==> src/rtl/counter_seq_ctrl.sv <==
// counter_seq_ctrl: sequences an external up/down counter between two turn-around
// limits, dwelling a programmable number of cycles at each limit, for a programmed
// number of up/down passes (or endlessly when loops == 0).
//
// Ports:
//   clk, rstn          clock, asynchronous active-low reset
//   start, abort       run request (IDLE only) / immediate termination
//   up_lim, lo_lim     upper / lower turn-around values (latched on start)
//   dwell, loops       hold cycles at each limit / number of passes (latched on start)
//   cntr               registered count fed back from the driven counter
//   en, hold, up_down  counter controls (hold is the only path combinational from cntr)
//   busy, done, err    status: running / one-cycle completion / one-cycle parameter error
//   loop_cnt           completed passes
module counter_seq_ctrl #(
  parameter int unsigned W  = 8,
  parameter int unsigned DW = 4
) (
  input  logic          clk,
  input  logic          rstn,
  input  logic          start,
  input  logic          abort,
  input  logic [W-1:0]  up_lim,
  input  logic [W-1:0]  lo_lim,
  input  logic [DW-1:0] dwell,
  input  logic [DW-1:0] loops,
  input  logic [W-1:0]  cntr,
  output logic          en,
  output logic          hold,
  output logic          up_down,
  output logic          busy,
  output logic          done,
  output logic          err,
  output logic [DW-1:0] loop_cnt
);

  localparam logic [DW-1:0] DwOne = DW'(1);

  typedef enum logic [2:0] {
    StIdle,
    StUp,
    StDwellHi,
    StDown,
    StDwellLo,
    StFin
  } state_e;

  state_e        state_q, state_d;
  logic [W-1:0]  up_lim_q, lo_lim_q;
  logic [DW-1:0] dwell_q, loops_q;
  logic [DW-1:0] dwell_cnt_q, dwell_cnt_d;
  logic [DW-1:0] loop_cnt_q, loop_cnt_d;
  logic          latch;
  logic          err_d;
  logic          en_q, up_down_q, busy_q, done_q, err_q;

  logic          at_hi, at_lo;
  logic [DW-1:0] loop_inc;
  logic          pass_fin;

  assign at_hi    = (cntr >= up_lim_q);
  assign at_lo    = (cntr <= lo_lim_q);
  assign loop_inc = loop_cnt_q + DwOne;
  // A finite run ends once the pass just completed reaches the programmed count.
  assign pass_fin = (loops_q != '0) && (loop_inc == loops_q);

  always_comb begin
    state_d     = state_q;
    dwell_cnt_d = dwell_cnt_q;
    loop_cnt_d  = loop_cnt_q;
    latch       = 1'b0;
    err_d       = 1'b0;

    unique case (state_q)
      StIdle: begin
        if (start && !abort) begin
          latch = 1'b1;
          if (lo_lim >= up_lim) begin
            err_d = 1'b1;
          end else begin
            state_d    = StUp;
            loop_cnt_d = '0;
          end
        end
      end
      StUp: begin
        if (at_hi) begin
          if (dwell_q == '0) begin
            state_d = StDown;
          end else begin
            state_d     = StDwellHi;
            dwell_cnt_d = dwell_q - DwOne;
          end
        end
      end
      StDwellHi: begin
        if (dwell_cnt_q == '0) state_d = StDown;
        else                   dwell_cnt_d = dwell_cnt_q - DwOne;
      end
      StDown: begin
        if (at_lo) begin
          if (dwell_q == '0) begin
            loop_cnt_d = loop_inc;
            state_d    = pass_fin ? StFin : StUp;
          end else begin
            state_d     = StDwellLo;
            dwell_cnt_d = dwell_q - DwOne;
          end
        end
      end
      StDwellLo: begin
        if (dwell_cnt_q == '0) begin
          loop_cnt_d = loop_inc;
          state_d    = pass_fin ? StFin : StUp;
        end else begin
          dwell_cnt_d = dwell_cnt_q - DwOne;
        end
      end
      StFin: state_d = StIdle;
      default: state_d = StIdle;
    endcase

    // Abort wins over every transition; pending pass/dwell updates are dropped.
    if (abort && (state_q != StIdle)) begin
      state_d     = StIdle;
      dwell_cnt_d = dwell_cnt_q;
      loop_cnt_d  = loop_cnt_q;
    end
  end

  always_ff @(posedge clk or negedge rstn) begin
    if (!rstn) begin
      state_q     <= StIdle;
      up_lim_q    <= '0;
      lo_lim_q    <= '0;
      dwell_q     <= '0;
      loops_q     <= '0;
      dwell_cnt_q <= '0;
      loop_cnt_q  <= '0;
      en_q        <= 1'b0;
      up_down_q   <= 1'b0;
      busy_q      <= 1'b0;
      done_q      <= 1'b0;
      err_q       <= 1'b0;
    end else begin
      state_q     <= state_d;
      dwell_cnt_q <= dwell_cnt_d;
      loop_cnt_q  <= loop_cnt_d;
      err_q       <= err_d;
      if (latch) begin
        up_lim_q <= up_lim;
        lo_lim_q <= lo_lim;
        dwell_q  <= dwell;
        loops_q  <= loops;
      end
      // Status outputs are registered from the next state so they change only at the edge.
      en_q      <= (state_d != StIdle) && (state_d != StFin);
      busy_q    <= (state_d != StIdle);
      done_q    <= (state_d == StFin);
      // Direction is implied by the state: the dwell states keep the preceding direction.
      up_down_q <= (state_d == StUp) || (state_d == StDwellHi);
    end
  end

  always_comb begin
    hold = 1'b1;
    if (state_q == StUp)   hold = at_hi;
    if (state_q == StDown) hold = at_lo;
  end

  assign en       = en_q;
  assign up_down  = up_down_q;
  assign busy     = busy_q;
  assign done     = done_q;
  assign err      = err_q;
  assign loop_cnt = loop_cnt_q;

endmodule

==> config.mk <==
export PLATFORM = sky130hd
export DESIGN_NAME = counter_seq_ctrl
export DESIGN_NICKNAME = d
export VERILOG_FILES = /design/src/rtl/counter_seq_ctrl.sv
export SDC_FILE = /design/constraint.sdc
export NUM_CORES = 1
export LEC_CHECK = 0
export CAP_MARGIN = 15
export CORE_MARGIN = 3
export CORE_UTILIZATION = 52
export CTS_CLUSTER_DIAMETER = 80
export DETAILED_ROUTE_END_ITERATION = 8
export PLACE_DENSITY = 0.79
export SYNTH_ARGS = -nofsm -noshare
export SYNTH_HDL_FRONTEND = slang
export SYNTH_SLANG_ARGS = --single-unit
export TNS_END_PERCENT = 1
==> constraint.sdc <==
create_clock -name clk -period 2.94 [get_ports clk]
set_input_delay 0.588 -clock clk [delete_from_list [all_inputs] [get_ports clk]]
set_output_delay 0.588 -clock clk [all_outputs]
set_load 0.02 [all_outputs]
run_1/final_clocks.png
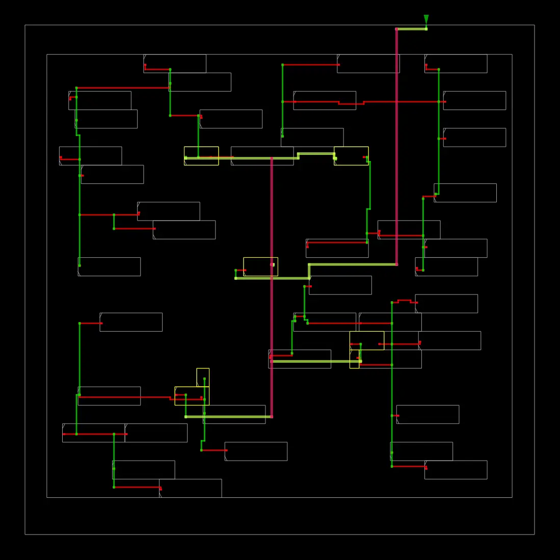
Seq cells: 40
Power Clock: 0.347 mW
CLK BUF: 6
Final Skew: 8.84 ps
TritonCTS Buffers: 5

run_1/wire_density.png
Bar = 20 um. The die is cut into 15 by 15 equal tiles; dark purple is low, yellow is high, scaled to the fullest tile. Values are wire area over tile area, all layers added.
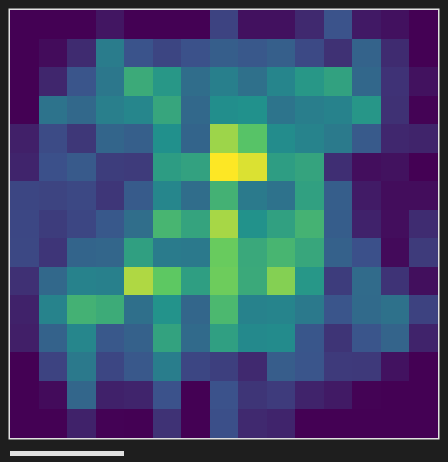
tiles over half the peak: 18%
emptiest ninth of the die: bottom right
fullest tile: 0.55
mean over tiles: 0.16
nearly empty tiles: 13%
densest ninth of the die: middle
via count: 2158
routed length per instance: 14.3 um
Total Wirelength: 5640 um

==> impl_metrics.ini, run 1 <==
; implementation run metrics
[logic_synthesis]
ys_cells = 279
ys_sh_simple = 0.210
netlist_area_sq_um = 2480
ys_top_logic_family = simple AND/OR/NAND/NOR gates
yosys_warnings = 0
synth_nets = 341
yosysTopAreaCell = dfrtp_1
ys_seq_elements = 40
syn-instance-count = 279
yosysTopAreaCellShare = 0.404
synth_area_per_cell_sq_um = 8.89
ys_sh_mux = 0.0207
synthXorXnorAreaFrac = 0.0212
synth_dominant_cell_count = nand2_1
synth-edff-count = 0

[min_path]
hp-class = input pin to async pin

[final_timing]
slew_viol_final = 0
setup_viol = 0
hold_slack_ps = 415
setup_ws_ps = 2.03
maxSlewHeadroom = 0.396
rsz0062_at_grt = true
fin_crit_sh = 0.999
finalHoldViolations = 0

[finish]
combGateArea_sq_um = 1380
regArea_sq_um = 1000
final_area_sq_um = 3200
final_nets = 404
area_delta_synth_final_pct = 29.1
utilization = 0.716
nFillCells = 362
drive_gt1_frac = 0.123
n_antenna_cell = 0

[grt]
antenna_found_initial = 0
grt.busiest_layer = met2
use_met1 = 0.287
grt_pass1_wl_um = 9190
grt_max_degree = 41

[route]
drc = 0
drtIter0Drc = 115
detail-route-antenna-nets = 0
via_per_inst = 5.48
dr.pass1.iters = 4

[clock_tree]
cts_tree = built
htreeDepth = 2
clk_pin_slew_ps = 80
hold_buffers = 0
cts_root_buf = clkbuf_8

[critical_path]
cp_cell_sequence = clkdlybuf4s50_1, ha_1, or4_1, a21oi_1, o31ai_1, o21ai_1, nor2_1, buf_4
cp_max_fo = 2
cp-endpoint = hold
worst_ep_arrival_time_ps = 2350
r2r_slack_ps = 320
cp.depth = 8
cp.required_ps = 2350
rr_worst_depth = 10
r2r_start = lo_lim_q[1]

[placed_design]
dpl.cell_count = 386
gp_congestion = 0.802
placed_area_sq_um = 3080

[power_and_ir_drop]
maxPowerGroup = combinational logic
switching_power_mw = 1.04
p_leak_nw = 1.56
internal_power_mw = 1.56
power-per-cell-area_nw_per_um2 = 812
power.total_mw = 2.60
p_sw_frac = 0.401

[floorplan]
ios = 46
fp.coreArea_sq_um = 4470
fp_util = 0.554
rows = 24
die-width_um = 75.1
die_h_um = 75.1

[outcome]
status = finished, final reports clean

[job]
maxCapViolCount = 0
run_1/met2.png
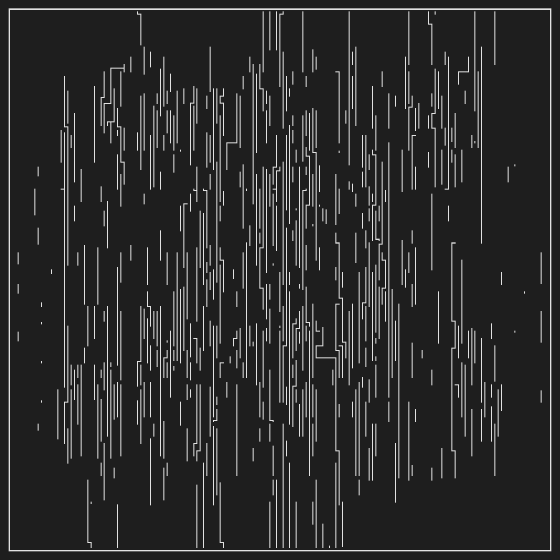
share of all routed wire: 48%
wire length on this layer: 2690 um
met2 usage: 0.350

==> run 1: cells in the final DEF, fill, tap and decap left out, types with 2 or more instances in the layout <==
| cell type | instances |
|---|---|
| a211oi_2 | 2 |
| a21o_1 | 7 |
| a21oi_1 | 7 |
| a21oi_2 | 2 |
| buf_4 | 18 |
| clkbuf_8 | 5 |
| clkdlybuf4s50_1 | 40 |
| dfrtp_1 | 40 |
| dlygate4sd2_1 | 3 |
| ha_1 | 23 |
| ha_2 | 2 |
| inv_1 | 27 |
| mux2i_1 | 4 |
| nand2_1 | 51 |
| nand2b_1 | 3 |
| nand3_1 | 7 |
| nand4_1 | 4 |
| nor2_1 | 19 |
| nor2b_1 | 4 |
| nor3_1 | 5 |
| nor3b_1 | 2 |
| o211a_1 | 2 |
| o21a_1 | 2 |
| o21ai_0 | 24 |
| or2_2 | 2 |
| or4_1 | 2 |
| xnor2_1 | 3 |
| xor2_1 | 3 |
==> run 1: state kept, by name (all words and copies together), names as in the netlist <==
register,flops
dwell_q,4
dwell_cnt_q,4
done,1
up_lim_q,8
lo_lim_q,8
loops_q,4
loop_cnt,4
state_q,3
en,1
up_down,1
err,1
busy,1
==> run 1: layer usage <==
layer	vias up	wire length, um
met3	8	256
met5	-	0
met2	60	2690
met1	999	2600
met4	0	91
li1	1091	-
==> run 1: cell type report <==
class,instances,area share
Clock buffer,6,0.0227
Clock inverter,1,0.00156
Inverter,29,0.0340
Multi-Input combinational cell,204,0.432
Sequential cell,40,0.313
Tap cell,52,0.0203
Timing Repair Buffer,62,0.177
==> run 1: what timing repair did <==
item                       CTS  global route
pin swaps                    1             3
setup endpoints to repair    3             8
gates resized               10             7
buffers inserted             0             1
==> run 2, diff against run 1 <==
PLACE_DENSITY = 0.8   (was 0.79)
==> impl_metrics.ini, run 2 <==
; implementation run metrics
[outcome]
status = finished, final reports clean

[final_timing]
clock_skew_ps = 6.62
slew_viol_final = 0
fin_crit_sh = 0.981
finalHoldViolations = 0
rsz0062_at_grt = true
setup_ws_ps = 55.3
maxSlewHeadroom = 0.408
hold_slack_ps = 407

[critical_path]
worst_ep_arrival_time_ps = 3120
cp_max_fo = 7
r2r_start = lo_lim_q[1]
cp-endpoint = dwell_cnt_q[3]
cp.required_ps = 3180

[power_and_ir_drop]
power-per-cell-area_nw_per_um2 = 822
p_leak_nw = 1.58

[clock_tree]
cts_buffers = 5
cts_root_buf = clkbuf_8
clk_pin_slew_ps = 70
htreeDepth = 2
cts_tree = built
hold_buffers = 0

[route]
drtIter0Drc = 184
met3WireLength_um = 234
drc = 0
dr.pass1.iters = 4
via_per_inst = 5.47
detail-route-antenna-nets = 0
highest-signal-layer = met4
wl_met2_um = 2730
wire_per_inst_um = 14.3

[logic_synthesis]
ys_seq_elements = 40
ys_cells = 279
synth_area_per_cell_sq_um = 8.89
synth-edff-count = 0
yosys_warnings = 0
yosysTopAreaCell = dfrtp_1
ys_sh_simple = 0.210
synth_dominant_cell_count = nand2_1
synthXorXnorAreaFrac = 0.0212
ys_sh_mux = 0.0207
syn-instance-count = 279

[grt]
grt_pass1_wl_um = 9340
grt_max_degree = 41
met2_usage = 0.353
grt.busiest_layer = met2
antenna_found_initial = 0

[floorplan]
fp_util = 0.554
rows = 24
ios = 46

[placed_design]
gp_congestion = 0.844
dpl.cell_count = 385
placed_area_sq_um = 3070

[finish]
final_nets = 402
largestRegisters = lo_lim_q: 8 flops, up_lim_q: 8 flops
lay_top_count = nand2_1
final_cell_mix = nand2_1, dfrtp_1, clkdlybuf4s50_1
nFillCells = 334
area_delta_synth_final_pct = 30.6
-- run 2: cell counts after synthesis --
Identical to the previous run, type by type.
-- run 2: kinds of logic after synthesis --
logic type      after synthesis
fa+ha+maj                    27
simple gates                108
buf+inv                      35
xor+xnor                      6
flops                        40
compound gates               58
mux                           5
-- run 2: critical path: stages --
cell,delay [ps]
clkdlybuf4s50_1,460
ha_1,320
nand4_1,130
or2_2,330
nand3_1,100
o21ai_2,70
buf_4,140
or4_4,570
nor2_1,220
a32o_1,200
-- run 2: where the power goes --
part	internal, mW	switching [mW]	total, mW	leakage [nW]
combinational	0.636	0.728	1.36	1.03
clock	0.162	0.192	0.354	0.0410
sequential	0.782	0.163	0.945	0.509
-- run 2: how the worst min path moves through the flow --
| stage | to | start | slack [ps] | cells past startpoint |
|---|---|---|---|---|
| after global placement | up_lim_q[2] | up_lim_q[2] | 460 | 2 |
| after CTS | up_down | rstn | 460 | 1 |
| after floorplan | busy | rstn | 290 | 0 |
| after detailed placement | up_lim_q[0] | up_lim_q[0] | 470 | 2 |
| final | loop_cnt[2] | rstn | 410 | 1 |
| after global routing | loop_cnt[2] | rstn | 480 | 1 |
-- run 2: repair_timing --
item                                    4_1_cts  5_1_grt
pin swaps                                     2        7
gates resized                                13       13
setup buffers                                 0        0
endpoints found under the setup margin        3        4
-- run 2: layout make-up --
cell class | count | area, sq um | area share
clock inverters | 1 | 5.00 | 0.00155
clock buffers | 6 | 72.6 | 0.0224
inverters | 29 | 109 | 0.0336
multi-input cells | 204 | 1420 | 0.440
repair buffers | 60 | 562 | 0.173
flip-flops and latches | 40 | 1000 | 0.309
well taps | 52 | 65.1 | 0.0201
run_2/met2.png
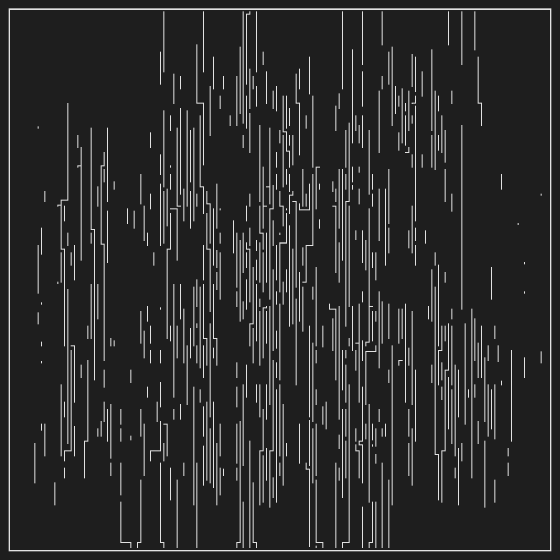
wire length on this layer: 2730 um
main direction: vertical
share of all routed wire: 49%
longest straight run: 25.5 um
nets with wire on the layer: 331
Total Wirelength: 5600 um
via count: 2143

No activity file was given, so power comes from the tool's default toggle rates.
